Design pwm_capture, sky130hd; sources not shown.
### Placed cells, one colour a class

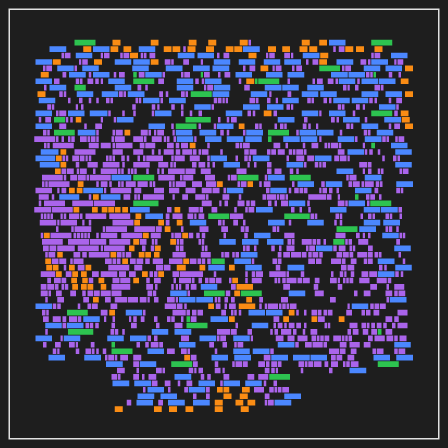
Orange is remaining buffers and delay cells, cells 130, share of their area 8.7%. Green is clock drivers and dummy loads, cells 42, share of their area 6.3%. Purple is combinational and other logic, cells 1,033, share of their area 53%. Blue is sequential cells, cells 209, share of their area 32%.
number of core rows: 58
end-of-flow core utilization: 53.49%
design area: 13,550 um^2
fraction of area in registers: 31.12%
total core area: 25,330 um^2

### Cell sizes after repair

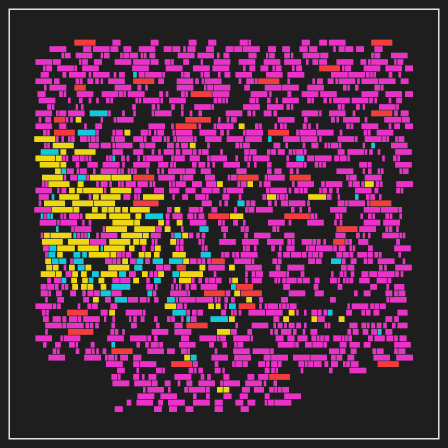
Magenta is _0 and _1 cells, cells 1,201, share 85%. Red is _6 and larger, cells 35, share 2.5%. Yellow is _3 and _4 cells, cells 121, share 8.6%. Cyan is _2 cells, cells 57, share 4.0%.
final worst setup slack: 0.09238 ns
Non-CTS buffers: 130
synth-to-layout area growth: 24.29%

==> run notes <==
Entry: Yosys synthesis followed by OpenROAD place and route.

Timing:
- After layout, the minimum clock period comes to 3.408 ns.
- The run puts the count of final max-slew check failures at 0.
- The final hold violation count recorded for this run is 0.
- The run gives the achievable clock frequency as 293.5 MHz.
- The run gives the slew at the pin closest to its max-slew limit as 1.006 ns.
- The run puts the final worst-path cycle share at 97.36%.
- Setup repair after global routing could not meet its margin everywhere.
- The run puts the number of setup violations in the final report at 0.
- The max-slew check reports its worst relative slack as 32.73%.

Synthesis:
- The run gives the flop and latch count out of synthesis as 209.
- The run puts the count of mapped cells out of synthesis at 1,305.
- The area fraction of the largest cell type after synthesis is 38.38%.
- The run gives the fraction of registers with async set/reset as 0%.
- Synthesis instantiated 73 different standard cells from the library.
- The run gives the proportion of synthesized chip area in sequential cells as 38.38%.
- The mapped netlist covers 10,900 um^2.
- The synthesis run shows multiplexers occupying 1.148% of the cell area.
- The run gives the adder-cell area share of the yosys netlist as 12.92%.
- Counting flops with a built-in enable in the synthesized netlist gives 0.
- Yosys reports that the most numerous cell types are 209 x dfxtp_1, 165 x nand2_1, 139 x nor2_1.
- Post-synth the commonest register cell is dfxtp_1.
- The run puts the cell total in the yosys stat output at 1,305.
- The run puts the synthesized netlist net count at 1,412.
- The run puts the fraction of the mapped netlist area in compound gates at 19.87%.
- The synthesis run identifies the leading combinational cell family as AND-OR/OR-AND gates.
- For this run the top cell type by instance count after synthesis was dfxtp_1.
- The run puts the simple-gate area share of the yosys netlist at 17.21%.
- By area the synthesized netlist is led by dfxtp_1 38%, ha_1 10%, a21oi_1 5.8%, nand2_1 5.7%, nor2_1 4.8%.
- The run gives the average footprint of a synthesized cell as 8.353 um^2.
- The run puts the number of warning messages in the yosys log at 0.
- Looking at area per cell type in the netlist, the leader is dfxtp_1.

Route:
- The run puts the sum of routed wire length over all layers at 27,740 um.
- The run gives the post-route antenna net violation count as 0.
- Summing over every cut layer, the via total after detailed routing is 9,260.
- The run gives the average wire per standard cell as 15.91 um.
- The run gives the total DRC errors in the routed layout as 0.
- The run gives the number of search-and-repair iterations in the first detailed-routing pass as 5.
- The run puts the initial DRC count at 523.
- The run puts the via density per instance at 5.310.

Global route:
- The run puts the number of antenna violations at the first check in global routing at 0.
- The run puts the total routing usage reported by global routing at 16.25%.
- The run gives the largest net degree at the start of global routing as 103.
- The run puts the aggregate global routing overflow at 0.
- The first global-routing pass estimated 45,510 um of wire.
- The number of global-route vias before repair is 9,027.

CTS:
- The run puts the clock input transition at the sequential cells of the worst setup and hold paths at 0.06 ns.
- The number of clock buffers added by TritonCTS is 24.
- Looking at the clock tree report, the root buffer type is clkbuf_16.
- The run gives the number of H-tree levels as 1.
- TritonCTS built the clock tree.
- The run gives the TritonCTS sink count as 209.
- The run gives the clock latency at the later pin of the worst-skew pair as 0.52 ns.
- The number of hold buffers added after CTS was 0.

Worst setup path:
- Grouping stages by cell kind, the critical path spends the most delay in AND-OR/OR-AND gates.
- The run gives the worst setup path category as reg -> reg.
- The run puts the maximum single-stage delay on the critical path at 0.48 ns.
- The worst setup path is captured at a flip-flop.
- Traced cell by cell, the critical path runs through ha_4 > ha_4 > inv_2 > fa_1 > inv_2 > ha_4 > a21oi_2 > o21ai_2 > a211oi_2 > a21oi_2 > a31oi_2 > a21oi_2 > mux2_4 > a2111oi_4.
- The worst register-to-register path depth is 14.
- On the critical path the data arrives at 3.73 ns.
- STA reports a reg2reg setup slack of 0.09 ns.

Finish:
- The repair_antennas step left the layout with diodes totalling 0.
- The run gives the tally of non-filler cells in the final layout as 1,744.
- In the final design database the tool counted 1,505 nets.
- The run puts the share of post-route cells with drive strength above 1 at 15.06%.
- The run puts the number of flip-flops under the largest register name at 27.

Floorplan:
- The run puts the top-level port count at 54.
- Before placement the cells fill 43.04% of the core.
- The run gives the floorplan die width as 181.1 um.
- Per the OpenROAD floorplan log, the area of the die is 32,800 um^2.

Placement:
- The run gives the final RePlAce weighted congestion as 0.8132.
- The run puts the number of cells after detailed placement at 1,695.
- The run gives the number of port buffers as 53.
- The run puts the total half-perimeter wirelength after legalization and detailed placement at 19,750 um.

Power:
- Across the VDD grid, the largest voltage drop is 0.0003137 V.
- The run gives the static leakage power as 5.297 nW.

Status:
- The run finished with clean final reports.

Min path:
- Counting instances, the worst hold path has a depth of 1.

Run:
- The tool warning count for the run is 33.
- The run gives the max-capacitance violation count as 0.
-- timing repair --
action,in CTS,in global routing
pin swaps,13,40
resized,29,63
gates cloned,0,0
setup endpoints to repair,5,9
setup buffers,7,2
-- routing by layer --
layer	global-route usage, %	routed length [um]
met5	0	0
met4	3.872	599
met2	30.21	14420
met1	19.17	11920
met3	2.138	811
-- where the power goes --
| group | internal [W] | switching, W | total (W) |
|---|---|---|---|
| clock network | 0.00161 | 0.00100 | 0.00262 |
| logic | 0.0000186 | 0.0000603 | 0.0000789 |
| registers | 0.00238 | 0.00000326 | 0.00238 |
-- through the flow --
stage	power, W	hold WS [ns]
after floorplan	0.002486	0.3119
after global placement	0.002517	0.3246
after detailed placement	0.002517	0.3229
after CTS	0.005157	0.3361
after global routing	0.005261	0.3653
final	0.005076	0.3355
-- layout make-up --
| class | instances | area (um^2) | area share [%] |
|---|---|---|---|
| multi-input combinational | 931 | 6571 | 48.50 |
| sequential | 209 | 4217 | 31.12 |
| timing repair buffer | 130 | 1137 | 8.395 |
| clock buffer | 30 | 653.1 | 4.821 |
| tap | 330 | 412.9 | 3.048 |
| inverter | 102 | 385.4 | 2.844 |
| clock inverter | 12 | 171.4 | 1.265 |
-- logic make-up (layout without fill, tap and decap cells) --
logic type,Yosys count,in the layout
AND-OR/OR-AND,340,340
AND/OR/NAND/NOR,419,419
buffers and inverters,165,274
flip-flops,209,209
adder cells (fa/ha/maj),103,103
XOR/XNOR,57,57
multiplexers,12,12
-- cells in the final DEF (no fill, tap or decap), types with 18 or more instances in the layout --
master / instances
dfxtp_1: 197
nand2_1: 165
nor2_1: 135
a21oi_1: 119
inv_1: 92
buf_4: 74
ha_1: 60
clkdlybuf4s50_1: 53
o21ai_0: 50
a22oi_1: 48
xor2_1: 28
xnor2_1: 28
ha_4: 26
clkbuf_16: 24
a21o_1: 21
nor3_1: 18
-- worst reg2reg max path: stages, from the launching register on --
cell       delay [ns]
dfxtp_4          0.37
ha_4             0.25
ha_4             0.25
inv_2            0.03
fa_1             0.48
inv_2            0.04
ha_4             0.23
a21oi_2          0.13
o21ai_2          0.08
a211oi_2         0.30
a21oi_2          0.11
a31oi_2          0.24
a21oi_2          0.09
mux2_4           0.32
a2111oi_4        0.29
Power figures rest on the tool's default switching activity, not on a simulated workload.
